`src/rtl/mem_if_pkg.sv`:
```
// Shared types and defaults for the data-memory initiator and its bus interface.
package mem_if_pkg;

  // Transaction sequencing states of the memory initiator.
  typedef enum logic [1:0] {
    S_IDLE,
    S_SETTLE,
    S_WAIT_RDY,
    S_RESP
  } state_e;

  localparam int ADDR_W_DEF     = 16;
  localparam int DATA_W_DEF     = 16;
  localparam int MEM_SETTLE_MIN = 2;

  // Width for a counter that must reach the larger of the settle and
  // timeout limits without wrapping.
  function automatic int cntWidth(input int settle, input int timeout);
    int maxVal;
    maxVal = (settle > timeout) ? settle : timeout;
    return $clog2(maxVal) + 1;
  endfunction

endpackage

```
`src/rtl/mem_master_if.sv`:
```
// Core-side request/response handshake plus the single-port memory pins.
interface mem_master_if
  import mem_if_pkg::*;
#(
  parameter int ADDR_W = ADDR_W_DEF,
  parameter int DATA_W = DATA_W_DEF
);

  logic              req_valid;
  logic              req_ready;
  logic              req_write;
  logic [ADDR_W-1:0] req_addr;
  logic [DATA_W-1:0] req_data;

  logic              rsp_valid;
  logic              rsp_ready;
  logic [DATA_W-1:0] rsp_data;
  logic              rsp_err;

  logic              memory_w;
  logic [ADDR_W-1:0] addr;
  logic [DATA_W-1:0] i0;
  logic [DATA_W-1:0] o0;
  logic              memory_ready;

  // View of the initiator sitting between the core and the memory.
  modport master (
    input  req_valid, req_write, req_addr, req_data, rsp_ready, o0, memory_ready,
    output req_ready, rsp_valid, rsp_data, rsp_err, memory_w, addr, i0
  );

  // View of whatever drives the core requests and models the memory.
  modport slave (
    output req_valid, req_write, req_addr, req_data, rsp_ready, o0, memory_ready,
    input  req_ready, rsp_valid, rsp_data, rsp_err, memory_w, addr, i0
  );

endinterface

```
`src/rtl/mem_master.sv`:
```
// Single-outstanding load/store initiator for the data memory: issues a
// one-cycle write strobe, waits a fixed settle time, then waits (bounded)
// for memory_ready and returns read data, a store echo, or a timeout error.
// SETTLE must be at least MEM_SETTLE_MIN and TIMEOUT at least 1.
module mem_master
  import mem_if_pkg::*;
#(
  parameter int ADDR_W  = ADDR_W_DEF,
  parameter int DATA_W  = DATA_W_DEF,
  parameter int SETTLE  = 2,
  parameter int TIMEOUT = 16
) (
  input logic         clk,
  input logic         rst,
  mem_master_if.master bus
);

  localparam int             CNT_W       = cntWidth(SETTLE, TIMEOUT);
  localparam logic [CNT_W-1:0] SETTLE_LAST = CNT_W'(SETTLE - 1);
  localparam logic [CNT_W-1:0] TIMEOUT_CNT = CNT_W'(TIMEOUT);

  state_e              state_q;
  logic [CNT_W-1:0]    cnt_q;
  logic                write_q;
  logic                req_ready_q;
  logic                rsp_valid_q;
  logic [DATA_W-1:0]   rsp_data_q;
  logic                rsp_err_q;
  logic                memory_w_q;
  logic [ADDR_W-1:0]   addr_q;
  logic [DATA_W-1:0]   i0_q;

  // Whole transaction sequencer; every bus output comes straight from a register.
  always_ff @(posedge clk) begin
    if (rst) begin
      state_q     <= S_IDLE;
      cnt_q       <= '0;
      write_q     <= 1'b0;
      req_ready_q <= 1'b1;
      rsp_valid_q <= 1'b0;
      rsp_data_q  <= '0;
      rsp_err_q   <= 1'b0;
      memory_w_q  <= 1'b0;
      addr_q      <= '0;
      i0_q        <= '0;
    end else begin
      case (state_q)
        S_IDLE: begin
          if (bus.req_valid && req_ready_q) begin
            addr_q      <= bus.req_addr;
            i0_q        <= bus.req_data;
            memory_w_q  <= bus.req_write;
            write_q     <= bus.req_write;
            cnt_q       <= '0;
            req_ready_q <= 1'b0;
            state_q     <= S_SETTLE;
          end
        end
        S_SETTLE: begin
          memory_w_q <= 1'b0;
          if (cnt_q == SETTLE_LAST) begin
            cnt_q   <= '0;
            state_q <= S_WAIT_RDY;
          end else begin
            cnt_q <= cnt_q + 1'b1;
          end
        end
        S_WAIT_RDY: begin
          if (bus.memory_ready) begin
            rsp_data_q  <= write_q ? i0_q : bus.o0;
            rsp_err_q   <= 1'b0;
            rsp_valid_q <= 1'b1;
            state_q     <= S_RESP;
          end else if (cnt_q == TIMEOUT_CNT) begin
            rsp_data_q  <= '0;
            rsp_err_q   <= 1'b1;
            rsp_valid_q <= 1'b1;
            state_q     <= S_RESP;
          end else begin
            cnt_q <= cnt_q + 1'b1;
          end
        end
        S_RESP: begin
          if (bus.rsp_ready) begin
            rsp_valid_q <= 1'b0;
            rsp_err_q   <= 1'b0;
            req_ready_q <= 1'b1;
            state_q     <= S_IDLE;
          end
        end
        default: begin
          state_q <= S_IDLE;
        end
      endcase
    end
  end

  assign bus.req_ready = req_ready_q;
  assign bus.rsp_valid = rsp_valid_q;
  assign bus.rsp_data  = rsp_data_q;
  assign bus.rsp_err   = rsp_err_q;
  assign bus.memory_w  = memory_w_q;
  assign bus.addr      = addr_q;
  assign bus.i0        = i0_q;

endmodule

```
`src/flat_wrapper.sv`:
```
// flat-port wrapper written by rule: the top's interface ports become plain ports
module mem_master_flat import mem_if_pkg::*;
#(
  parameter int ADDR_W  = ADDR_W_DEF,
  parameter int DATA_W  = DATA_W_DEF,
  parameter int SETTLE  = 2,
  parameter int TIMEOUT = 16
)
  (clk, rst, bus_req_valid, bus_req_write, bus_req_addr, bus_req_data, bus_rsp_ready, bus_o0, bus_memory_ready, bus_req_ready, bus_rsp_valid, bus_rsp_data, bus_rsp_err, bus_memory_w, bus_addr, bus_i0);
  mem_master_if #(.ADDR_W(ADDR_W), .DATA_W(DATA_W)) bus_i ();
  input logic clk;
  input logic rst;
  input wire logic [$bits(bus_i.req_valid)-1:0] bus_req_valid;
  input wire logic [$bits(bus_i.req_write)-1:0] bus_req_write;
  input wire logic [$bits(bus_i.req_addr)-1:0] bus_req_addr;
  input wire logic [$bits(bus_i.req_data)-1:0] bus_req_data;
  input wire logic [$bits(bus_i.rsp_ready)-1:0] bus_rsp_ready;
  input wire logic [$bits(bus_i.o0)-1:0] bus_o0;
  input wire logic [$bits(bus_i.memory_ready)-1:0] bus_memory_ready;
  output wire logic [$bits(bus_i.req_ready)-1:0] bus_req_ready;
  output wire logic [$bits(bus_i.rsp_valid)-1:0] bus_rsp_valid;
  output wire logic [$bits(bus_i.rsp_data)-1:0] bus_rsp_data;
  output wire logic [$bits(bus_i.rsp_err)-1:0] bus_rsp_err;
  output wire logic [$bits(bus_i.memory_w)-1:0] bus_memory_w;
  output wire logic [$bits(bus_i.addr)-1:0] bus_addr;
  output wire logic [$bits(bus_i.i0)-1:0] bus_i0;
  assign bus_i.req_valid = bus_req_valid;
  assign bus_i.req_write = bus_req_write;
  assign bus_i.req_addr = bus_req_addr;
  assign bus_i.req_data = bus_req_data;
  assign bus_i.rsp_ready = bus_rsp_ready;
  assign bus_i.o0 = bus_o0;
  assign bus_i.memory_ready = bus_memory_ready;
  assign bus_req_ready = bus_i.req_ready;
  assign bus_rsp_valid = bus_i.rsp_valid;
  assign bus_rsp_data = bus_i.rsp_data;
  assign bus_rsp_err = bus_i.rsp_err;
  assign bus_memory_w = bus_i.memory_w;
  assign bus_addr = bus_i.addr;
  assign bus_i0 = bus_i.i0;
  mem_master #(.ADDR_W(ADDR_W), .DATA_W(DATA_W), .SETTLE(SETTLE), .TIMEOUT(TIMEOUT)) u_core (.clk(clk), .rst(rst), .bus(bus_i));
endmodule
```
`config.mk`:
```
export PLATFORM = sky130hd
export DESIGN_NAME = mem_master_flat
export DESIGN_NICKNAME = d
export VERILOG_FILES = /design/src/rtl/mem_if_pkg.sv /design/src/rtl/mem_master_if.sv /design/src/rtl/mem_master.sv /design/src/flat_wrapper.sv
export SDC_FILE = /design/constraint.sdc
export NUM_CORES = 1
export LEC_CHECK = 0
export CAP_MARGIN = 40
export CORE_MARGIN = 5
export CORE_UTILIZATION = 31
export CTS_CLUSTER_DIAMETER = 80
export CTS_CLUSTER_SIZE = 40
export DETAILED_ROUTE_END_ITERATION = 10
export PLACE_DENSITY = 0.71
export SYNTH_ARGS = -nofsm -noshare
export SYNTH_HDL_FRONTEND = slang
export SYNTH_SLANG_ARGS = --single-unit
```
`constraint.sdc`:
```
create_clock -name clk -period 2 [get_ports clk]
set_input_delay 0.4 -clock clk [delete_from_list [all_inputs] [get_ports clk]]
set_output_delay 0.4 -clock clk [all_outputs]
set_load 0.05 [all_outputs]
```
run_1/clock_nets.png
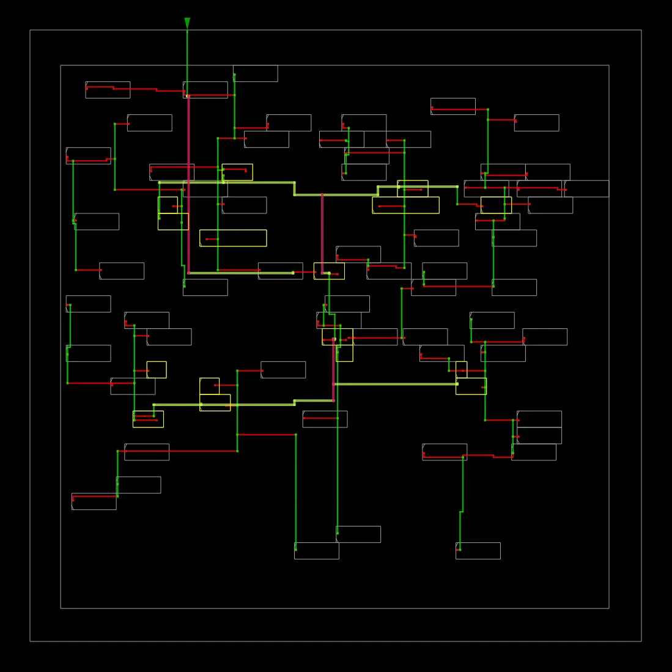
Flops: 60
clk_skew: 0.006622 ns
clk latency late pin: 0.34 ns
clock buffer count: 9
clock sink total: 60

run_1/pinout.png
Drawn at 4 px/um. Pins as bars across the die edge, other pins in grey.
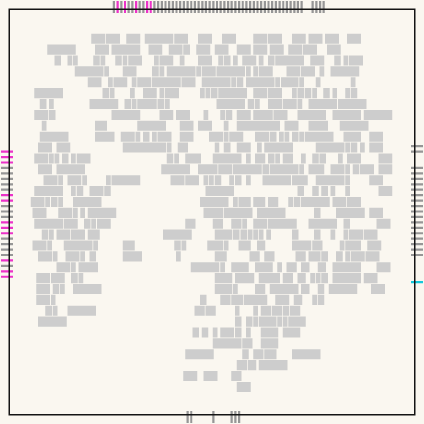
cyan -> bus_rsp_err  # pins 1, direction output, edge right
magenta -> bus_addr  # pins 16, direction output, edge 11 left, 5 top
PortBufs: 105
Die Y-Extent: 101.0 um
Die Span X: 101.0 um

run_1/layers.png
Drawn at 3 px/um.
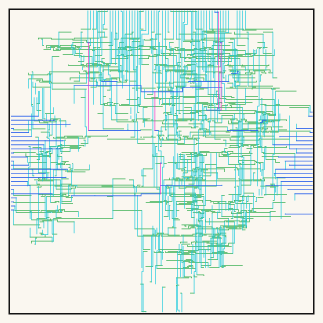
green -> M1  # wire length 3210 um
magenta -> M4  # wire length 107 um
blue -> M3  # wire length 517 um
cyan -> M2  # wire length 3820 um
GR Util All Layers: 14.76%
drt wl/cell: 14.37 um
Vias: 2512

==> impl_metrics.json, run 1 <==
{
  "final_cells": 533,
  "worstPathCellList": "clkdlybuf4s50_1",
  "critPathMaxFanout": 3,
  "dpl_cell_area_um2": 3757,
  "simple_gate_share_pct": 21.04,
  "stage_log_warnings": 32,
  "relSlewSlack_pct": 63.63,
  "grt_max_degree": 35,
  "startpoint": "u_core.bus.i0[15]",
  "holdPathStages": 3,
  "clock_path_buffers": 2,
  "netlist_area_um2": 2569,
  "crit_end": "bus_i0[15]",
  "route.met3.wl_um": 516,
  "hold_class": "in -> reg",
  "post_cts_buffers": 0,
  "drtIter0Drc": 92,
  "grt_pass1_vias": 2482,
  "tns_ns": 0,
  "ys_sh_mux_pct": 6.868,
  "grt.busiest_layer": "met2",
  "slew_viol_final": 0,
  "final_area_um2": 3993,
  "drive_above_1_share_pct": 10.75,
  "wl_mm": 7.659,
  "cp.required_ns": 1.60,
  "most-common-layout-cells": "clkdlybuf4s50_1, nand2_1, dfxtp_1",
  "comb_cell_power_uw": 1930,
  "buffer_area_share_pct": 28.46,
  "highest_layer": "met4",
  "holdPathEnd": "u_core.bus.req_ready",
  "power.switching_uw": 1873,
  "cts_max_level": 3,
  "p_leak_uw": 0.001521,
  "comb_area_share_pct": 31.75,
  "synth-xor-area-share_pct": 0,
  "status": "completed",
  "sh_seq_area_pct": 30.08,
  "lay_top_count": "clkdlybuf4s50_1",
  "path_delay_family": "buffers and inverters",
  "place_inst": 517,
  "p_clk_share_pct": 26.5,
  "top_cells_by_count": "nand2_1, dfxtp_1, a21oi_1, nor2_1, clkbuf_1",
  "power-top-group": "combinational logic",
  "post-route-util_pct": 49.08,
  "yosys.stat.seqShare_pct": 46.76,
  "detail-route-antenna-nets": 0,
  "viasPerCell": 4.713,
  "ys_cells": 315,
  "ir_worst_vdd_mv": 0.5604,
  "max_freq_mhz": 517.5,
  "grt_overflow": 0,
  "worst_slack_ns": 0.06762,
  "cap_violations": 0,
  "nFillCells": 777,
  "ys_top_cells_by_area": "dfxtp_1, nand2_1, a21oi_1",
  "synth-adder-area-share_pct": 3.897,
  "drt-pass1-iter-count": 4,
  "met2_length_mm": 3.824,
  "grtUsageMet3_pct": 5.606,
  "coreArea_um2": 8134,
  "antenna_cells": 0,
  "mi_logic_area_um2": 1267,
  "synth_compound_gate_area_share_pct": 17.24,
  "synth_top_cell_by_count": "nand2_1",
  "drc": 0,
  "setup_viol_count_final": 0,
  "cp.arrival_ns": 1.53,
  "detailed_place_hpwl_mm": 5.479,
  "period_minus_slack_ns": 1.932,
  "globalRouteMet2Util_pct": 25.52,
  "multi_input_comb_cells": 227,
  "clk_share_pct": 5.578,
  "rsz0062_at_grt": "no",
  "whs_ns": 0.3906,
  "grt_first_pass_wirelength_mm": 12.01,
  "postCtsResizedCells": 0,
  "met1Wirelength_mm": 3.211,
  "pwr-share-seq_pct": 32.2,
  "place.gp.congestion": 0.7852,
  "critPathMaxStageDelay_ns": 0.82,
  "pwr_density_cell_nw_per_um2": 1169,
  "seqCellArea_um2": 1201,
  "clk_pin_slew_ns": 0.08,
  "inv_count": 9,
  "yosysChipArea_um2": 2569,
  "io_pins": 106,
  "p_sw_share_pct": 40.13,
  "end_kind": "output port"
}
## Run 2: what changed since run 1
CORE_UTILIZATION = 43   (was 31)
CTS_CLUSTER_SIZE = default   (was 40)
PLACE_DENSITY = 0.9   (was 0.71)
run_2/class_map.png
Drawn at 3 px/um.
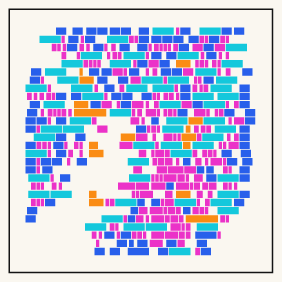
magenta -> remaining logic cells  # cells 236, share of their area 34%
cyan -> registers  # cells 60, share of their area 31%
blue -> remaining buffers and delay cells  # cells 115, share of their area 30%
orange -> clock drivers and dummy loads  # cells 16, share of their area 5.6%

==> impl_metrics.json, run 2 <==
{
  "setup_viol_count_final": 0,
  "path_delay_family": "buffers and inverters",
  "synth_top_cell_by_count": "nand2_1",
  "lay_top_count": "clkdlybuf4s50_1",
  "holdPathStages": 3,
  "inv_count": 9,
  "rsz0062_at_grt": "no",
  "post-route-util_pct": 67.60,
  "globalRouteMet2Util_pct": 35.96,
  "period_minus_slack_ns": 1.929,
  "startpoint": "u_core.bus.i0[2]",
  "ys_sh_mux_pct": 6.868,
  "place.gp.congestion": 0.7794,
  "status": "completed",
  "power.switching_uw": 1856,
  "synth_compound_gate_area_share_pct": 17.24,
  "met1Wirelength_mm": 2.991,
  "top_cells_by_count": "nand2_1, dfxtp_1, a21oi_1, nor2_1, clkbuf_1",
  "cts_max_level": 3,
  "wl_mm": 7.603,
  "grt_pass1_vias": 2615,
  "cp.arrival_ns": 1.53,
  "clock_path_buffers": 2,
  "drtIter0Drc": 123,
  "p_clk_share_pct": 25.4,
  "postCtsResizedCells": 1,
  "yosys.stat.seqShare_pct": 46.76,
  "ys_cells": 315,
  "max_freq_mhz": 518.5,
  "final_cells": 502,
  "critPathMaxStageDelay_ns": 0.82,
  "fin_skew_ns": 0.01100,
  "buffer_area_share_pct": 28.88,
  "cap_violations": 0,
  "place_inst": 486,
  "multi_input_comb_cells": 227,
  "clock_buffers": 10,
  "stage_log_warnings": 32,
  "clk_share_pct": 5.473,
  "grt_overflow": 0,
  "track_usage_pct": 20.09,
  "comb_area_share_pct": 32.05,
  "detailed_place_hpwl_mm": 5.528,
  "post_cts_buffers": 0,
  "antenna_cells": 0,
  "netlist_area_um2": 2569,
  "synth-adder-area-share_pct": 3.897,
  "dpl_cell_area_um2": 3732,
  "coreArea_um2": 5851,
  "yosysChipArea_um2": 2569,
  "die_w_um": 87.29,
  "die_h_um": 87.29,
  "cp.required_ns": 1.60,
  "synth-xor-area-share_pct": 0
}
Power and IR drop assume default switching activity.
